[config.mk]
export PLATFORM = sky130hd
export DESIGN_NAME = spram_dma_arb
export DESIGN_NICKNAME = d
export VERILOG_FILES = /design/src/rtl/spram_dma_arb.sv
export SDC_FILE = /design/constraint.sdc
export NUM_CORES = 1
export LEC_CHECK = 0
export CAP_MARGIN = 10
export CORE_ASPECT_RATIO = 1.5
export CORE_UTILIZATION = 25
export DETAILED_ROUTE_END_ITERATION = 12
export DONT_BUFFER_PORTS = 1
export PLACE_DENSITY = 0.34
export SLEW_MARGIN = 15
export SYNTH_ARGS = -nofsm -noshare
export SYNTH_HDL_FRONTEND = slang
export SYNTH_SLANG_ARGS = --single-unit
[constraint.sdc]
create_clock -name clk -period 3.9 [get_ports clk]
set_input_delay 0.39 -clock clk [delete_from_list [all_inputs] [get_ports clk]]
set_output_delay 0.39 -clock clk [all_outputs]
set_load 0.02 [all_outputs]
[src/rtl/spram_dma_arb.sv]
// spram_dma_arb: arbiter and DMA sequencer in front of a single-port RAM.
// Two requesters share the RAM port: the CPU data port, which is back-pressured
// through cpu_hold, and a block DMA engine. The DMA engine either streams words
// into the RAM (WR) or streams them out of it (RD). A starvation counter gives
// the CPU one cycle after MAX_HOLD consecutive lost arbitrations.
module spram_dma_arb #(
  parameter int ADDR_WIDTH = 10,
  parameter int DATA_WIDTH = 16,
  parameter int MAX_HOLD   = 4
) (
  input  logic                  clk,
  input  logic                  arstn,
  input  logic [ADDR_WIDTH-1:0] cpu_addr,
  input  logic [DATA_WIDTH-1:0] cpu_din,
  input  logic                  cpu_we,
  input  logic                  cpu_re,
  output logic                  cpu_hold,
  output logic [DATA_WIDTH-1:0] cpu_dout,
  input  logic                  dma_start,
  input  logic                  dma_dir,
  input  logic [ADDR_WIDTH-1:0] dma_addr,
  input  logic [ADDR_WIDTH-1:0] dma_len,
  output logic                  dma_busy,
  output logic                  dma_done,
  input  logic                  wr_valid,
  input  logic [DATA_WIDTH-1:0] wr_data,
  output logic                  wr_ready,
  output logic                  rd_valid,
  output logic [DATA_WIDTH-1:0] rd_data,
  output logic [ADDR_WIDTH-1:0] ram_addr,
  output logic [DATA_WIDTH-1:0] ram_din,
  output logic                  ram_we,
  output logic                  ram_re,
  input  logic [DATA_WIDTH-1:0] ram_dout
);

  typedef enum logic [1:0] {IDLE, WR, RD, DONE} state_t;

  localparam logic [3:0]            HOLD_LIM = 4'(MAX_HOLD);
  localparam logic [ADDR_WIDTH-1:0] ONE      = ADDR_WIDTH'(1);

  state_t                state_q, state_d;
  logic [ADDR_WIDTH-1:0] ptr_q, ptr_d;
  logic [ADDR_WIDTH-1:0] cnt_q, cnt_d;
  logic [3:0]            hold_q, hold_d;
  logic                  rd_vld_q, rd_vld_d;
  logic                  busy_q, done_q;

  logic cpu_req, dma_want, dma_gnt, cpu_gnt, hold_max;

  // Per-cycle arbitration: DMA wins unless the CPU has been starved MAX_HOLD times.
  always_comb begin
    cpu_req  = cpu_we | cpu_re;
    dma_want = ((state_q == WR) && wr_valid) || ((state_q == RD) && (cnt_q != '0));
    hold_max = (hold_q == HOLD_LIM);
    dma_gnt  = dma_want && !(cpu_req && hold_max);
    cpu_gnt  = cpu_req && !dma_gnt;
  end

  // RAM port mux; with no grant the address rests on the DMA pointer.
  always_comb begin
    cpu_hold = cpu_req && dma_gnt;
    wr_ready = dma_gnt && (state_q == WR);
    ram_addr = ptr_q;
    ram_din  = wr_data;
    ram_we   = 1'b0;
    ram_re   = 1'b0;
    if (cpu_gnt) begin
      ram_addr = cpu_addr;
      ram_din  = cpu_din;
      ram_we   = cpu_we;
      ram_re   = cpu_re;
    end else if (dma_gnt) begin
      ram_we = (state_q == WR);
      ram_re = (state_q == RD);
    end
  end

  assign cpu_dout = ram_dout;
  assign rd_data  = ram_dout;
  assign rd_valid = rd_vld_q;
  assign dma_busy = busy_q;
  assign dma_done = done_q;

  // Next-state logic for the DMA sequencer, pointer/count and starvation counter.
  always_comb begin
    state_d  = state_q;
    ptr_d    = ptr_q;
    cnt_d    = cnt_q;
    hold_d   = cpu_hold ? (hold_q + 4'd1) : 4'd0;
    rd_vld_d = dma_gnt && (state_q == RD);
    case (state_q)
      IDLE: begin
        if (dma_start) begin
          ptr_d = dma_addr;
          cnt_d = dma_len;
          if (dma_len == '0)  state_d = DONE;
          else if (dma_dir)   state_d = RD;
          else                state_d = WR;
        end
      end
      WR: begin
        if (dma_gnt) begin
          ptr_d = ptr_q + ONE;
          cnt_d = cnt_q - ONE;
          if (cnt_q == ONE) state_d = DONE;
        end
      end
      RD: begin
        // Once every read is issued, leave on the cycle the last rd_valid shows.
        if (dma_gnt) begin
          ptr_d = ptr_q + ONE;
          cnt_d = cnt_q - ONE;
        end else if (cnt_q == '0) begin
          state_d = DONE;
        end
      end
      DONE:    state_d = IDLE;
      default: state_d = IDLE;
    endcase
  end

  // Control state with async reset; busy/done are registered decodes of the next state.
  always_ff @(posedge clk or negedge arstn) begin
    if (!arstn) begin
      state_q  <= IDLE;
      hold_q   <= 4'd0;
      rd_vld_q <= 1'b0;
      busy_q   <= 1'b0;
      done_q   <= 1'b0;
    end else begin
      state_q  <= state_d;
      hold_q   <= hold_d;
      rd_vld_q <= rd_vld_d;
      busy_q   <= (state_d != IDLE);
      done_q   <= (state_d == DONE);
    end
  end

  // Datapath pointer and remaining count; only meaningful while a transfer is active.
  always_ff @(posedge clk) begin
    ptr_q <= ptr_d;
    cnt_q <= cnt_d;
  end

endmodule

==> results.ini, run 1 <==
[layout]
buffers = 4
nClkBuffers = 7
drive_gt1_frac = 0.1202
antenna_cells = 0
nets = 304
comb_share = 0.4838
finalNonFillerCells = 318
layout_top_cell = nor2_1
largest_cell_class = multi-input combinational cells
num-multi-input-gates = 150

[yosys]
top_area_cell = edfxtp_1
synth_chip_area_um2 = 2317
ys_sh_adder = 0.06479
ys_cells = 235
xor_area_frac = 0.06425
synthTopCellsByCount = 33 x buf_4, 23 x nor2_1, 20 x edfxtp_1, 20 x mux2_1, 17 x inv_1
fp_nets = 332
ys_sh_simple = 0.1204
yosysSeqAreaShare = 0.3564
syn_area_per_cell_um2 = 9.861
netlist_logic_family_top = buffers and inverters
edf_count = 20
ff_type = edfxtp_1

[drt]
top_layer = met4
firstDrtPassIters = 4
ant_nets = 0
routed_wl_mm = 5.378
wl_met1_mm = 2.119
viasPerCell = 4.799

[setup_path]
worstPathCellList = or4_1 -> o31a_1 -> o21ai_4 -> and2b_1 -> buf_4 -> mux2_1
ff2ff_path_depth = 5
required_ns = 3.51
regToRegEndpoint = ptr_q[3]$_DFFE_PP_
critPathArrivalTime_ns = 2.88
start_kind = flop
crit_slowest_cell = or4_1
crit_family = simple AND/OR/NAND/NOR gates
crit_path_end = ram_din[12]

[power_and_ir_drop]
combPwrFrac = 0.508
power.density_nw_per_um2 = 1003
p_int_mw = 1.300
p_comb_mw = 1.20
swShare = 0.4502
top_power_group = combinational logic
clockPowerShare = 0.170
p_sw_mw = 1.065
p_seq_frac = 0.322

[die]
num_io_pins = 150
die_y_um = 119.9

[global_route]
use_met1 = 0.1207
gr-max-usage-layer = met2
use_met2 = 0.1992
antenna_found_initial = 0
grt_pass1_wl_mm = 7.990
grt_util_all_layers = 0.1126

[clocking]
cts_resized = 0
htree_levels = 2
clockBufferDepth = 2
cts_tree = built

[placed_design]
gp_congestion = 0.7655
hpwl_mm = 4.169
io_buffers = 0
preCtsSetupSlack_ns = 0.9057

[sta]
max_slew_margin = 0.6113
hold_viol = 0
final.setup.tns_ns = 0
worstMarginPinSlew_ns = 0.5777
grt_setup_unrepaired = false

[outcome]
status = complete, no violations

[min_path]
hold_path.class = in -> reg
min_path_cells = 1
min_to = cnt_q[0]$_DFFE_PP_

[run]
max_cap_viol_count = 0

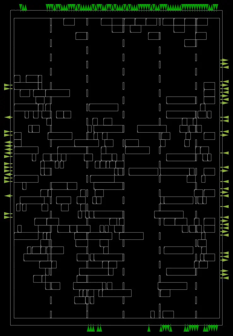
Fig. 1. Placement view (run 1).
Seq Cell Count: 29
Well Taps: 110
num rows: 42
core area: 8934 um2

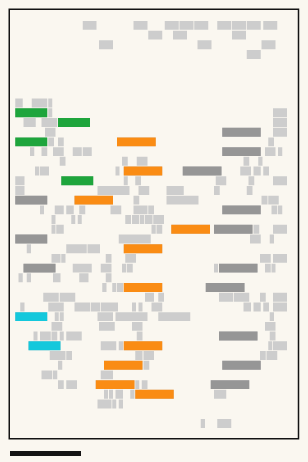
Fig. 2. Sequential cells colored by netlist name (run 1).
The bar under the picture is 20 um long.
legend:
  `state_q`:
    color: cyan
    placed_flops: 2
  `hold_q`:
    color: green
    placed_flops: 4
  `cnt_q`:
    color: orange
    placed_flops: 10
not colored: 13
Final Util: 0.2640
flop share of the area: 0.3501
sequential cell power: 0.762 mW

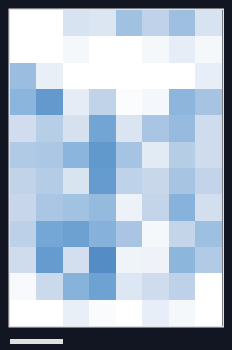
Fig. 3. Cell area per tile (run 1).
The bar under the picture is 20 um long. The die is cut into 8 by 12 equal tiles; white is low, dark blue is high, 0 to 100% covered.
mean over tiles: 23%
densest ninth of the die: middle
emptiest ninth of the die: top middle
nearly empty tiles: 18%
fp_density: 0.2594

## Run 2: what changed since run 1
==> constraint.sdc (replaced) <==
create_clock -name clk -period 3.2 [get_ports clk]
set_input_delay 0.32 -clock clk [delete_from_list [all_inputs] [get_ports clk]]
set_output_delay 0.32 -clock clk [all_outputs]
set_load 0.02 [all_outputs]
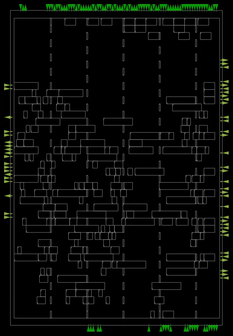
Fig. 4. Placement view (run 2).
Finished Layout Cells: 319
fillcell total: 972

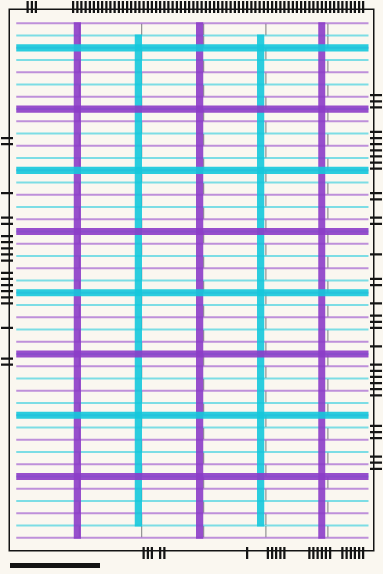
Fig. 5. Floorplan with the power grid (run 2).
The bar under the picture is 20 um long. Pins as bars on the die edge. Tap cells in gray.
legend:
  VSS:
    color: purple
  VDD:
    color: cyan
rows: 42
signal pins: 150
met1 rails: 43
tap cells: 110

==> run 2 against run 1 <==
Wire length increased by 0.87%. Critical endpoint is now ram_din[13]. Core utilization is 0.098 points higher. Via count fell by 0.26%.
==> results.ini, run 2 <==
[power_and_ir_drop]
p_seq_frac = 0.321  ; about the same
p_sw_mw = 1.303  ; +22%
power.density_nw_per_um2 = 1226  ; +22%
p_total_mw = 2.902
seq_power_mw = 0.933  ; +22%
p_clk_mw = 0.459
clockPowerShare = 0.158  ; -0.012
top_power_group = combinational logic
p_int_mw = 1.600  ; +23%
combPwrFrac = 0.520  ; +0.012
swShare = 0.4488  ; -0.001401
p_comb_mw = 1.51  ; +26%
leakagePower_nw = 0.9169

[layout]
nClkBuffers = 8  ; +1
drive_gt1_frac = 0.1148  ; -0.005360
ff_count = 29  ; unchanged
comb_share = 0.4820  ; -0.001790
seq_area_um2 = 825.8
layout_top_cell = nor2_1
clock_area_frac = 0.06184
antenna_cells = 0  ; unchanged
final_area_um2 = 2367
sh_seq_area = 0.3488  ; -0.001296
lay_top_cells = 23 x nor2_1, 20 x mux2_1, 20 x edfxtp_1
nets = 305  ; +0.33%
combGateArea_um2 = 1141
buffers = 5  ; +1
largest_cell_class = multi-input combinational cells
num-multi-input-gates = 150  ; unchanged
reg_top3 = cnt_q (10), ptr_q (10), hold_q (4)
inverters_excl_clock = 17
fin_util = 0.2650  ; +0.0009800

[clocking]
cts_setup_buffers = 0
root_buffer = clkbuf_16
hold_buffers = 1
clock_sinks = 29
cts_tree = built
cts_resized = 0  ; unchanged
clk_pin_slew_ns = 0.05
clockBufferDepth = 2  ; unchanged
htree_levels = 2  ; unchanged

[drt]
routed_wl_mm = 5.425  ; +0.87%
routed-wl-met2_mm = 2.788
top_layer = met4
drtIter0Drc = 30
wl_met3_um = 449
wl_met1_mm = 2.121  ; about the same
num_vias = 1522
viasPerCell = 4.771  ; -0.57%
ant_nets = 0  ; unchanged
firstDrtPassIters = 4  ; unchanged

[setup_path]
cp-end-kind = output port
start_kind = flop
crit_family = simple AND/OR/NAND/NOR gates
regToRegEndpoint = ptr_q[8]$_DFFE_PP_
worstPathCellList = or4_1 -> o31a_1 -> o21ai_4 -> and2b_1 -> buf_12 -> mux2_1
critPathArrivalTime_ns = 2.58  ; -0.30 ns
required_ns = 2.88  ; -0.63 ns
crit_path_end = ram_din[13]
ff2ff_path_depth = 6  ; +1
crit_fanout = 26
r2r-start = cnt_q[2]$_DFFE_PP_
crit_slowest_cell = or4_1

[sta]
max_slew_margin = 0.6513  ; +0.03996
hold_viol = 0  ; unchanged
worstMarginPinSlew_ns = 0.5183  ; -0.05939 ns
grt_setup_unrepaired = false
fmax_mhz = 344.4
final.setup.tns_ns = 0  ; unchanged
finalCriticalPeriod_ns = 2.903
fin_skew_ns = 0.008739
fin_ws_ns = 0.2966
setup_viol = 0

[min_path]
hold_path.class = in -> reg
min_to = cnt_q[0]$_DFFE_PP_
min_path_cells = 1  ; unchanged

[global_route]
use_met2 = 0.1944  ; -0.004767
antenna_found_initial = 0  ; unchanged
grt_max_degree = 29
grt_pass1_vias = 1553
use_met1 = 0.1271  ; +0.006417
grt_pass1_wl_mm = 8.038  ; +0.60%
gr-max-usage-layer = met2
grt_util_all_layers = 0.1138  ; +0.001170
grt.overflow.total = 0

[run]
max_cap_viol_count = 0  ; unchanged
warning_count = 34

[yosys]
aoi_share = 0.09557
yosys_warnings = 0
yosysUniqueCellTypes = 38
fp_nets = 332  ; unchanged
ys_sh_simple = 0.1204  ; unchanged
ys_cells = 235  ; unchanged
ys_sh_adder = 0.06479  ; unchanged
synth_chip_area_um2 = 2317  ; unchanged
most_common_cell = buf_4
ff_type = edfxtp_1
edf_count = 20  ; unchanged
top_area_cell = edfxtp_1
xor_area_frac = 0.06425  ; unchanged
yosysSeqAreaShare = 0.3564  ; unchanged
syn_area_per_cell_um2 = 9.861  ; unchanged
synthTopCellsByCount = 33 x buf_4, 23 x nor2_1, 20 x edfxtp_1, 20 x mux2_1, 17 x inv_1
ys_sh_mux = 0.1447
netlist_logic_family_top = buffers and inverters

[die]
num_io_pins = 150  ; unchanged
die_w_um = 80.61
taps = 110  ; unchanged
fp_util = 0.2594  ; unchanged
die_y_um = 119.9  ; unchanged
core_area_um2 = 8934  ; unchanged
dieArea_um2 = 9666
row_count = 42  ; unchanged

[placed_design]
hpwl_mm = 4.214  ; +1.1%
gp_congestion = 0.7272  ; -5.0%
dpl_cell_area_um2 = 2211
preCtsSetupSlack_ns = 0.5722  ; -0.3335 ns
io_buffers = 0  ; unchanged
dp.cells = 310

[outcome]
status = complete, no violations

Power figures rest on the tool's default switching activity, not on a simulated workload.
